Design keypad_scanner_flat, sky130hd; sources not shown.
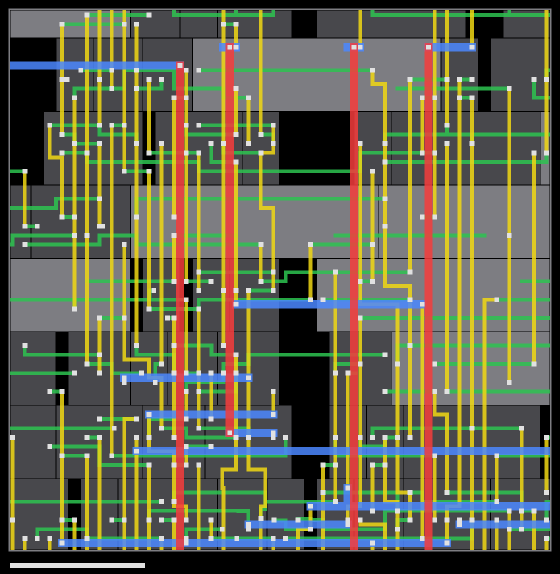
**Above:** run 1 (layout detail).
The bar under the picture is 5 um long. Window x 19 to 39, y 30 to 50 um. Cells in grey, sequential cells in the stronger grey; small squares are vias.
M4 -> red
M2 -> yellow
M1 -> green
M3 -> blue
most frequent = dfrtp_1 (5), nand2_1 (4)
sequential cells in the window = 5
cells with their middle in the window = 40

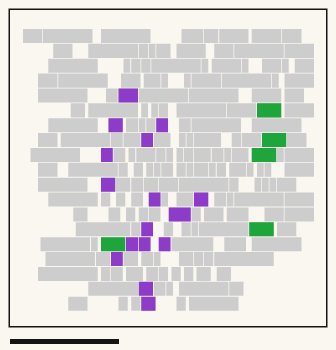
**Above:** run 1 (logic cells by family).
The bar under the picture is 20 um long.
fa/ha/maj cells -> green  # cells 5, where east
and/or cells -> purple  # cells 16
number of cells in the finished layout apart from fillers: 225
leading cell type in the layout, fill and taps excluded: sky130_fd_sc_hd__dfrtp_1

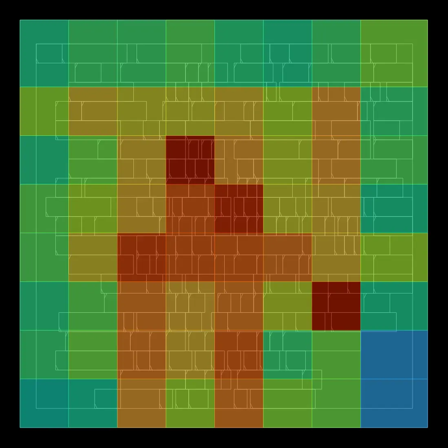
**Above:** run 1 (routing congestion).
layer carrying the most global-route usage: met2
average wire length per cell after detail routing: 15.5 um

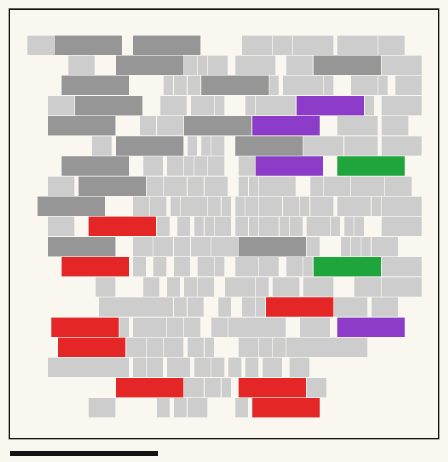
**Above:** run 1 (sequential cells coloured by netlist name).
The bar under the picture is 20 um long.
u_core.r_cnt -> red  # sequential cells 8
u_core.kp.key_code -> purple  # sequential cells 4
u_core.r_col -> green  # sequential cells 2
not coloured = 16
power attributed to sequential cells: 612 uW
post-layout util: 75.4%

==> run notes <==
The implementation run finished. The type recorded for the worst min-delay path is reg -> reg. Global routing finished with a remaining overflow of 0. After detailed routing, the total wire length is 3.48 mm. STA classifies the critical path endpoint as an output port. Required time of the critical path landed at roughly 2.2 ns. Worst slew margin relative to its limit landed at 54.4%.

The H-tree generated during clock tree synthesis spans 2 levels. sky130_fd_sc_hd__dfrtp_1 is the most common cell in the netlist. Worst voltage drop across the vdd grid landed at 0.000884 V. The power report puts the net switching power at slightly above 800 uW. CTS placed an instance of sky130_fd_sc_hd__clkbuf_4 at the clock tree root.

Arithmetic-cell share of the synthesized area counting full adders, half adders and majority gates landed at around 3.9%. After layout, the worst path uses 90.0% of the clock period. Fraction of final layout cells with drive strength greater than 1 landed at between 10% and 20%. For this run, the detailed router reports a per-instance via density of ~6.1. The sequential cells in the finished layout cover a total of 751 um^2. Area overhead of the layout relative to synthesis landed at 30.7%.

The area fraction of the largest cell type after synthesis is 47.2%. Part of the power in the clock network landed at 22.1%. Horizontal die size landed at 57.8 um. The clock drives 30 sinks. For this design, the slowest cell found on the critical path is sky130_fd_sc_hd__clkdlybuf4s50_1. Number of nets at floorplan landed at 171. Counting instances, the worst hold path has a depth of 0.

Walking the worst path, the cells encountered are inv_1, ha_1, inv_1, clkdlybuf4s50_1, buf_8. The first global-routing pass estimated 5.98 mm of wire. The smallest clock period supported by the final layout is computed as 2.52 ns. The flow ran to the end, and the final reports show no timing, DRC or antenna violations.

On the final layout, the worst clock skew is 0.0121 ns. Fraction of power spent switching nets landed at 40.8%. The number of hold buffers added after CTS was 0. On the critical path the largest part of the delay comes from buffers and inverters. Total negative slack for setup checks landed at 0 ns.

Floorplan core density landed at 57.7%. Post-layout worst setup margin landed at approximately 0.28 ns. Power share of the combinational group landed at 47.8%. Static power due to leakage landed at around 0.95 nW. The worst setup path is of the reg -> out kind. In the final layout, the multi-input gates occupy 736 um^2. Detailed placement ended at an HPWL of 2.55 mm. Port buffering added 16 buffers. Number of CTS-inserted buffers landed at 5.

In this run the maximum-capacitance check reported violations numbering 0. Counting pins that exceed their max-slew limit in the final report gives 0. Count of vias placed by the detailed router landed at 1376.

Arrival time of data at the critical path endpoint landed at 1.96 ns. Post-synth design cell area landed at around 1600 um^2. Count of routing violations after the opening detailed-route iteration landed at 91. In this run, post-CTS repair resized a total of 0 instances. The detail route stage leaves a number of antenna-violating nets equal to 0. Transition time at the pin with the least slew margin landed at roughly 0.68 ns.

Sequential cell area fraction in the yosys report landed at 47.2%. Number of enable-type register cells in the synthesized netlist landed at 0. sky130_fd_sc_hd__dfrtp_1 takes more of the synthesized area than any other cell.

By area the synthesized netlist is led by sky130_fd_sc_hd__dfrtp_1 (47%), sky130_fd_sc_hd__ha_1 (3.9%), sky130_fd_sc_hd__mux2_4 (3.8%). Number of global-route vias before repair landed at 1325. The commonest register cell is sky130_fd_sc_hd__dfrtp_1.

Fraction of synthesized area in multiplexers landed at roughly 5%. Final layout net count landed at around 200. Counting endpoints that fail hold in the final report gives 0. During I/O placement, the number of pins put on the boundary was 17. TritonCTS built the clock tree. Height of the chip landed at around 58 um. The synthesis run shows the most used standard cells to be sky130_fd_sc_hd__dfrtp_1 (30), sky130_fd_sc_hd__inv_1 (12), sky130_fd_sc_hd__a21oi_1 (10), sky130_fd_sc_hd__nand2_1 (10).

Setup slack at placement landed at about 0.32 ns. The number of antenna violations at the first check in global routing was 0. Counting flops and latches in the post-synthesis netlist gives 30. Per the cell usage report, the commonest logic cells after layout are sky130_fd_sc_hd__dfrtp_1 (30), sky130_fd_sc_hd__clkdlybuf4s50_1 (16), sky130_fd_sc_hd__inv_1 (12). Portion of total power attributed to sequential cells landed at 30.1%. By instance count, the cell type seen most on the critical path is sky130_fd_sc_hd__inv_1.

The first detailed-routing pass took 4 iterations. In this run the mean area of a mapped cell was between 10 and 15 um^2. Global router's overall resource usage landed at 23.9%.

Of the total synthesized cell area, the portion taken by XOR and XNOR cells is 0%. Post-synthesis instance total landed at 159. Cell total in the yosys stat output landed at 159. Yosys shows that the main logic family after synthesis is simple AND/OR/NAND/NOR gates.
## run 1: kinds of logic (layout without fill, tap and decap cells)
kind of cell / count (synthesis) / count (layout)
simple gates: 57 / 57
compound gates: 39 / 39
flops: 30 / 30
buf+inv: 22 / 57
fa+ha+maj: 5 / 5
mux: 6 / 6
## run 1: power groups by stage
stage / Sequential, mW / Clock, mW / Combinational [mW]
after global placement: 0.603 / 0 / 0.814
after CTS: 0.610 / 0.462 / 0.966
after floorplan: 0.714 / 0 / 0.538
after detailed placement: 0.618 / 0 / 0.965
final: 0.612 / 0.448 / 0.971
after global routing: 0.626 / 0.483 / 1.02
## run 1: per-stage QoR
stage                     hold WS [ns]  instance area (um^2)  std cells
after detailed placement         0.336                  1970        217
after CTS                        0.358                  2080        225
final                            0.353                  2080        225
after global placement           0.332                  1790        206
after global routing             0.364                  2080        225
after floorplan                  0.264                  1590        159
## run 1: final cells by class
class | instances | share of cell area [%]
plain buffers | 10 | 2.89
clock buffers | 6 | 2.47
clock inverters | 2 | 2.89
inverters | 12 | 2.17
multi-input cells | 107 | 35.4
flip-flops and latches | 30 | 36.1
well taps | 31 | 1.87
repair buffers | 27 | 16.2
## run 1: routing by layer
metal | GRT usage (%) | part of all wire, % | wire length (um) | vias to the layer above
li1 | - | - | - | 656
met1 | 29.1 | 40 | 1410 | 634
met2 | 38.1 | 49 | 1710 | 71
met3 | 5.58 | 6.5 | 226 | 15
met4 | 15.3 | 4.1 | 141 | 0
met5 | 0 | 0 | 0 | -
Power and IR drop assume default switching activity.
